===== src/rtl/axi_read_arbiter_pkg.sv =====
// Shared types and AXI width constants for the round-robin AXI read arbiter.
package axi_read_arbiter_pkg;

    localparam int unsigned AXI_ADDR_W = 32;
    localparam int unsigned AXI_LEN_W  = 8;
    localparam int unsigned AXI_DATA_W = 32;
    localparam int unsigned BEATS_W    = AXI_LEN_W + 1;
    localparam int unsigned GRANT_W    = 3;
    localparam int unsigned IDX_W      = GRANT_W + 1;

    typedef enum logic [1:0] {
        IDLE  = 2'd0,
        ADDR  = 2'd1,
        BURST = 2'd2
    } state_e;

    // (base + off) mod n, valid for base < n and off <= n
    function automatic logic [GRANT_W-1:0] rr_next(
        input logic [GRANT_W-1:0] base,
        input int unsigned        off,
        input int unsigned        n
    );
        logic [IDX_W-1:0] sum;
        sum = IDX_W'(base) + IDX_W'(off);
        if (sum >= IDX_W'(n)) begin
            sum = sum - IDX_W'(n);
        end
        return GRANT_W'(sum);
    endfunction

endpackage


===== src/rtl/axi_read_arbiter_rr_arbiter.sv =====
// Combinational round-robin picker: first requester after i_last_grant wins.
module rr_arbiter
    import axi_read_arbiter_pkg::*;
#(
    parameter int unsigned NUM_PORTS = 3
) (
    input  logic [NUM_PORTS-1:0] i_req,
    input  logic [GRANT_W-1:0]   i_last_grant,
    output logic [NUM_PORTS-1:0] o_grant_oh_c,
    output logic [GRANT_W-1:0]   o_grant_idx_c,
    output logic                 o_valid_c
);

    always_comb begin : pick
        logic [GRANT_W-1:0] idx;
        o_grant_oh_c  = '0;
        o_grant_idx_c = '0;
        o_valid_c     = 1'b0;
        idx           = '0;
        for (int unsigned k = 1; k <= NUM_PORTS; k++) begin
            idx = rr_next(i_last_grant, k, NUM_PORTS);
            for (int unsigned i = 0; i < NUM_PORTS; i++) begin
                if (!o_valid_c && i_req[i] && (idx == GRANT_W'(i))) begin
                    o_valid_c       = 1'b1;
                    o_grant_oh_c[i] = 1'b1;
                    o_grant_idx_c   = idx;
                end
            end
        end
    end

endmodule


===== src/rtl/axi_read_arbiter.sv =====
// Round-robin arbiter multiplexing NUM_PORTS AXI read requesters onto one
// downstream read port, one whole burst at a time.
module axi_read_arbiter
    import axi_read_arbiter_pkg::*;
#(
    parameter int unsigned NUM_PORTS = 3
) (
    input  logic                            clk,
    input  logic                            reset,
    input  logic [NUM_PORTS*AXI_ADDR_W-1:0] s_araddr,
    input  logic [NUM_PORTS*AXI_LEN_W-1:0]  s_arlen,
    input  logic [NUM_PORTS-1:0]            s_arvalid,
    output logic [NUM_PORTS-1:0]            s_arready,
    output logic [NUM_PORTS-1:0]            s_rvalid,
    input  logic [NUM_PORTS-1:0]            s_rready,
    output logic [AXI_DATA_W-1:0]           s_rdata,
    output logic [AXI_ADDR_W-1:0]           m_araddr,
    output logic [AXI_LEN_W-1:0]            m_arlen,
    output logic                            m_arvalid,
    input  logic                            m_arready,
    input  logic                            m_rvalid,
    output logic                            m_rready,
    input  logic [AXI_DATA_W-1:0]           m_rdata,
    output logic [GRANT_W-1:0]              grant_id
);

    state_e                r_state;
    state_e                w_next_state;
    logic [GRANT_W-1:0]    r_last_grant;
    logic [GRANT_W-1:0]    r_grant_id;
    logic [AXI_ADDR_W-1:0] r_addr;
    logic [AXI_LEN_W-1:0]  r_len;
    logic [BEATS_W-1:0]    r_beats_left;

    logic [NUM_PORTS-1:0]  w_grant_oh;
    logic [GRANT_W-1:0]    w_grant_idx;
    logic                  w_grant_valid;
    logic [AXI_ADDR_W-1:0] w_sel_addr;
    logic [AXI_LEN_W-1:0]  w_sel_len;
    logic [NUM_PORTS-1:0]  w_port_sel;
    logic                  w_gnt_rready;
    logic                  w_latch;
    logic                  w_ar_hs;
    logic                  w_beat;
    logic                  w_last_beat;

    rr_arbiter #(
        .NUM_PORTS (NUM_PORTS)
    ) u_rr_arbiter (
        .i_req         (s_arvalid),
        .i_last_grant  (r_last_grant),
        .o_grant_oh_c  (w_grant_oh),
        .o_grant_idx_c (w_grant_idx),
        .o_valid_c     (w_grant_valid)
    );

    // Winner's request fields and one-hot of the port owning the transaction
    always_comb begin
        w_sel_addr = '0;
        w_sel_len  = '0;
        w_port_sel = '0;
        for (int unsigned i = 0; i < NUM_PORTS; i++) begin
            if (w_grant_oh[i]) begin
                w_sel_addr = w_sel_addr | s_araddr[i*AXI_ADDR_W +: AXI_ADDR_W];
                w_sel_len  = w_sel_len  | s_arlen[i*AXI_LEN_W +: AXI_LEN_W];
            end
            w_port_sel[i] = (r_grant_id == GRANT_W'(i));
        end
    end

    assign w_gnt_rready = |(s_rready & w_port_sel);
    assign s_rdata      = m_rdata;
    assign m_araddr     = r_addr;
    assign m_arlen      = r_len;
    assign grant_id     = r_grant_id;

    always_ff @(posedge clk or posedge reset) begin
        if (reset) begin
            r_state <= IDLE;
        end else begin
            r_state <= w_next_state;
        end
    end

    always_comb begin
        w_next_state = r_state;
        m_arvalid    = 1'b0;
        m_rready     = 1'b0;
        s_arready    = '0;
        s_rvalid     = '0;
        w_latch      = 1'b0;
        w_ar_hs      = 1'b0;
        w_beat       = 1'b0;
        w_last_beat  = 1'b0;
        case (r_state)
            IDLE: begin
                if (w_grant_valid) begin
                    w_latch      = 1'b1;
                    w_next_state = ADDR;
                end
            end
            ADDR: begin
                m_arvalid = 1'b1;
                if (m_arready) begin
                    w_ar_hs      = 1'b1;
                    s_arready    = w_port_sel;
                    w_next_state = BURST;
                end
            end
            BURST: begin
                m_rready = w_gnt_rready;
                s_rvalid = m_rvalid ? w_port_sel : '0;
                w_beat   = m_rvalid && w_gnt_rready;
                if (w_beat && (r_beats_left == BEATS_W'(1))) begin
                    w_last_beat  = 1'b1;
                    w_next_state = IDLE;
                end
            end
            default: w_next_state = IDLE;
        endcase
    end

    // Transaction context: held from grant until the final beat
    always_ff @(posedge clk or posedge reset) begin
        if (reset) begin
            r_last_grant <= GRANT_W'(NUM_PORTS - 1);
            r_grant_id   <= '0;
            r_addr       <= '0;
            r_len        <= '0;
            r_beats_left <= '0;
        end else begin
            if (w_latch) begin
                r_grant_id <= w_grant_idx;
                r_addr     <= w_sel_addr;
                r_len      <= w_sel_len;
            end
            if (w_ar_hs) begin
                r_beats_left <= BEATS_W'(r_len) + BEATS_W'(1);
            end else if (w_beat) begin
                r_beats_left <= r_beats_left - BEATS_W'(1);
            end
            if (w_last_beat) begin
                r_last_grant <= r_grant_id;
            end
        end
    end

endmodule


===== config.mk =====
export PLATFORM = sky130hd
export DESIGN_NAME = axi_read_arbiter
export DESIGN_NICKNAME = d
export VERILOG_FILES = /design/src/rtl/axi_read_arbiter_pkg.sv /design/src/rtl/axi_read_arbiter_rr_arbiter.sv /design/src/rtl/axi_read_arbiter.sv
export SDC_FILE = /design/constraint.sdc
export NUM_CORES = 1
export LEC_CHECK = 0
export ABC_AREA = 1
export CAP_MARGIN = 20
export CORE_MARGIN = 1
export CORE_UTILIZATION = 30
export DETAILED_ROUTE_END_ITERATION = 10
export GPL_ROUTABILITY_DRIVEN = 0
export GPL_TIMING_DRIVEN = 0
export PLACE_DENSITY = 0.8
export SLEW_MARGIN = 20
export SYNTH_ARGS = -nofsm -noshare
export SYNTH_HDL_FRONTEND = slang
export SYNTH_SLANG_ARGS = --single-unit

===== constraint.sdc =====
create_clock -name clk -period 2.79 [get_ports clk]
set_clock_uncertainty 0.2 [all_clocks]
set_input_delay 0.558 -clock clk [delete_from_list [all_inputs] [get_ports clk]]
set_output_delay 0.558 -clock clk [all_outputs]
set_load 0.005 [all_outputs]

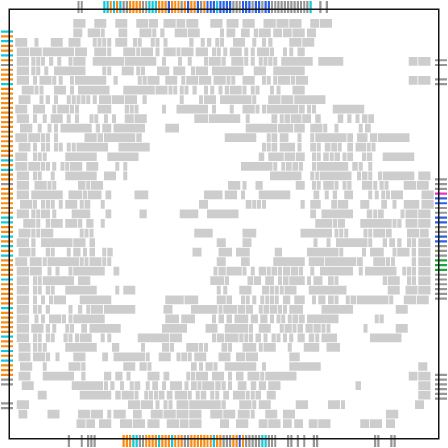
pinout.png
Pins as bars across the die edge, other pins in gray.
green -> `s_rready`  # pins 3, direction input, edge right
magenta -> `m_arvalid`  # pins 1, direction output, edge right
orange -> `s_araddr`  # pins 96, direction input, edge 55 left, 25 bottom, 16 top
blue -> `s_arlen`  # pins 24, direction input, edge 17 top, 6 right, 1 bottom
cyan -> `m_araddr`  # pins 32, direction output, edge 16 left, 9 top, 7 bottom
all pins by edge = 77 left, 69 top, 63 bottom, 36 right
Die X: 122 um
number of port buffers: 212

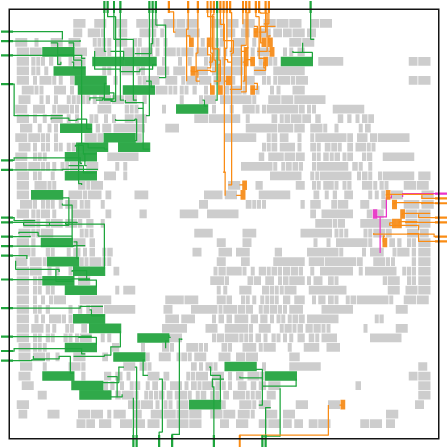
port_trees.png
green -> `m_araddr`  # bits 32, direction output, end cells 32, buffers 32, wire 1100 um
orange -> `s_arlen`  # bits 24, direction input, end cells 24, buffers 24, wire 565 um
magenta -> `m_arvalid`  # bits 1, direction output, end cells 1, buffers 1, wire 31.4 um
Boundary Pins: 245

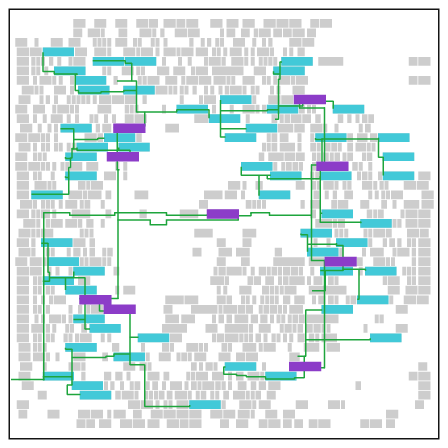
clock_wires.png
purple -> clock-net drivers  # count 9
green -> clock wires  # length 963 um
cyan -> flip-flops  # count 57
flops lie = all over the die
routed clock nets = 10
part of the power in the clock network: 0.183
clk pwr: 1.08 mW
Worst-Skew Late Latency: 0.34 ns

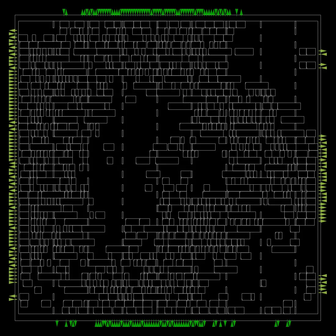
placed.png
num rows: 43
layout sequential cell count: 57
tally of filler cells in the layout: 1380
Tap Cells: 180

[Yosys cell counts, types with 2 or more instances]
cell	count
or2_0	12
nand3_1	35
o311ai_0	2
o211ai_1	4
buf_4	37
o21ai_0	14
nand3_2	2
buf_2	12
dfrtp_1	56
nand2_4	2
a21oi_1	17
ha_1	9
clkbuf_1	2
inv_2	3
nand4_2	2
nand4_1	6
buf_6	4
nor2_1	120
o21ai_1	4
nand2_1	240
xor2_1	4
nor3_1	5
inv_1	66
nand2_2	6
[what timing repair did]
action,CTS,global route
setup endpoints to repair,47,48
pin swaps,2,4
gates resized,32,34
cloned,0,1
setup buffers,2,8
[final timing paths]
check                                         endpoint  depth (start not counted)                        start  slack, ns
max                           m_araddr[13]$_DFFE_PP0P_                         17  r_last_grant[1]$_DFFE_PP1P_       0.06
min                           m_araddr[29]$_DFFE_PP0P_                          2     m_araddr[29]$_DFFE_PP0P_       0.30
max reg2reg                   m_araddr[13]$_DFFE_PP0P_                         17  r_last_grant[1]$_DFFE_PP1P_       0.06
min reg2reg                   m_araddr[29]$_DFFE_PP0P_                          2     m_araddr[29]$_DFFE_PP0P_       0.30
max in group asynchronous      m_araddr[0]$_DFFE_PP0P_                          3                        reset       1.56
min in group asynchronous  r_beats_left[7]$_DFFE_PP0P_                          2                        reset       0.33
[cell type report]
cell class              count  share of cell area
plain buffers              55              0.0662
flip-flops and latches     57               0.195
multi-input cells         495               0.323
inverters                  72              0.0389
repair buffers            224               0.307
well taps                 180              0.0307
clock inverters             6             0.00802
clock buffers              10              0.0312
[state kept, by name, indices dropped and copies added (netlist names)]
signal,count
r_last_grant,3
r_beats_left,9
m_arlen,8
grant_id,3
m_araddr,32
r_state,2
[per-layer routing]
layer / vias up / track usage / wire (um)
met5: - / 0 / 0
met4: 0 / 0.0732 / 247
met2: 166 / 0.337 / 7210
li1: 2525 / - / -
met1: 2235 / 0.228 / 5980
met3: 18 / 0.0501 / 968
[tightest hold or removal path: cells and delay by family, from the launching register on]
kind / cells / cell delay [ns]
flops: 1 / 0.34
simple gates: 2 / 0.13
[cell usage in the layout (no fill, tap or decap), types with 11 or more instances in the layout]
cell	n
nand2_1	232
clkdlybuf4s50_1	211
nor2_1	117
inv_1	63
dfrtp_1	56
buf_4	44
nand3_1	33
a21oi_1	17
o21ai_0	13
or2_0	12
buf_6	11
[through the flow]
step                setup TNS, ns  std cells  utilization  power [mW]  cell area (um^2)
detailed placement         -11.70       1072        0.479        4.63              6700
global route                -3.79       1099        0.524        6.42              7330
floorplan                       0        679            -        3.18              4330
global placement           -39.73       1071        0.477        4.57              6680
finish                          0       1099        0.524        5.91              7330
CTS                             0       1090        0.509        5.84              7120
[logic make-up (layout without fill, tap and decap cells)]
| group | count (synthesis) | in the layout |
|---|---|---|
| XOR/XNOR | 5 | 5 |
| adder cells (fa/ha/maj) | 9 | 9 |
| buffers and inverters | 127 | 367 |
| flip-flops | 57 | 57 |
| AND/OR/NAND/NOR | 435 | 435 |
| AND-OR/OR-AND | 46 | 46 |
==> reports/qor.csv <==
stage,metric,value,unit
logic_synthesis,"Async S/R FF share, synth",1.00,
global_routing,vias in the first global route,4533,
logic_synthesis,ys cells,679,
sta,final worst slack,0.0620,ns
logic_synthesis,Flops after synth,57,
logic_synthesis,"XOR Share, Synth",0.0101,
job,max-cap viol count,0,
sta,top achievable clock speed,367,MHz
logic_synthesis,Top cell area share,0.324,
global_routing,GRT overflow,0,
logic_synthesis,number of synthesis warnings,0,
logic_synthesis,Main area contributors,"dfrtp_1 32%, nand2_1 21%, nor2_1 10%",
sta,fin crit share,0.978,
status,outcome,completed,
sta,worst-margin pin slew,0.460,ns
critical_path,crit-path cells,"inv_4, ha_1, nand2_2, nand2_4, nand2_1, nand2_2, nor2_1, nand3_2, nand3_2, nor2_4, nand4_1, nand2_4, buf_8, nand2_1, nand2_1, nor2_1, nor2_1",
pwr,Logic pwr share,0.566,
logic_synthesis,main flop type after synthesis,dfrtp_1,
logic_synthesis,"Seq share, synth",0.330,
finish,diode count,0,
pwr,Sequential Power,1.48,mW
critical_path,CP Capture Type,register,
logic_synthesis,"Simple Share, Synth",0.418,
placed_design,pre-CTS WS,-0.361,ns
finish,Syn-to-layout area delta,69.4,%
logic_synthesis,Mapped Nets,850,
clock_tree,H-Tree Depth,3,
die,core footprint,14000,um^2
clock_tree,CTS Buf Count,9,
clock_tree,clk slew on worst S/H paths,0.06,ns
min_path,HP Class,reg -> reg,
die,Die ar.,14900,um^2
pwr,Internal,3.58,mW
logic_synthesis,yosys stat chip area,4330,um^2
logic_synthesis,Syn Inst Count,679,
critical_path,"CP delay by family, top",simple AND/OR/NAND/NOR gates,
critical_path,"slowest stage cell, crit path",dfstp_2,
route,DRT Pass-1 Iters,5,
pwr,Sw Pwr,2.33,mW
finish,share of layout cells above drive strength 1,0.135,
pwr,Power Density,807,nW/um^2
logic_synthesis,Cell Type Count,39,
critical_path,"Largest stage delay, worst path",0.58,ns
pwr,sequential power share,0.251,
critical_path,Worst EP required,2.82,ns
route,total wire length,14400,um
global_routing,first-pass GRT wire length,22000,um
clock_tree,clk root buf,clkbuf_16,
pwr,Max power group,combinational logic,
route,DRT antenna net count,0,
logic_synthesis,AO/OA Area Share,0.0619,
critical_path,critical path peak fanout,10,
logic_synthesis,post-synthesis average cell area,6.37,um^2
clock_tree,CTS tree,yes,
sta,max-slew violations,0,
logic_synthesis,Main logic family,simple AND/OR/NAND/NOR gates,
sta,hold slack,0.305,ns
global_routing,pin count of the biggest net entering global routing,39,
logic_synthesis,Adder-Cell Fraction of Synth Area,0.0260,
critical_path,WS Path Type,reg -> reg,
logic_synthesis,mux share,0,
job,OpenROAD warnings,32,
clock_tree,Post-CTS Hold Buffers,0,
logic_synthesis,Post-Syn Area,4330,um^2
pwr,Peak VDD IR,0.000358,V
finish,Flop area,1430,um^2
finish,Comb gate area,2370,um^2
pwr,leak pwr,3.51,nW
die,Starting Density,0.309,
route,Remaining DRCs,0,
sta,shortest period the worst path allows,2.73,ns
placed_design,hpwl dp,11100,um
route,Vias per Instance,4.50,
pwr,switching share of total power,0.394,
clock_tree,Max Root-Sink Buffers,2,
sta,RSZ-0062 raised after global routing,true,
critical_path,WP buf/inv,2,
clock_tree,clock sink count,57,
route,DRT iter0 DRCs,225,
sta,Final setup viols,0,
sta,Slew headroom,0.693,
route,WL/cell,13.1,um
sta,Final Hold Viols,0,
route,routed vias,4944,
global_routing,gr usage total,0.194,
logic_synthesis,Post-synth EDFFs,0,
pwr,Power Combinational,3.35,mW
logic_synthesis,cell accounting for the most synthesized area,dfrtp_1,
critical_path,WP data arrival,2.75,ns
finish,nets@finish,1085,
Power and IR drop assume default switching activity.
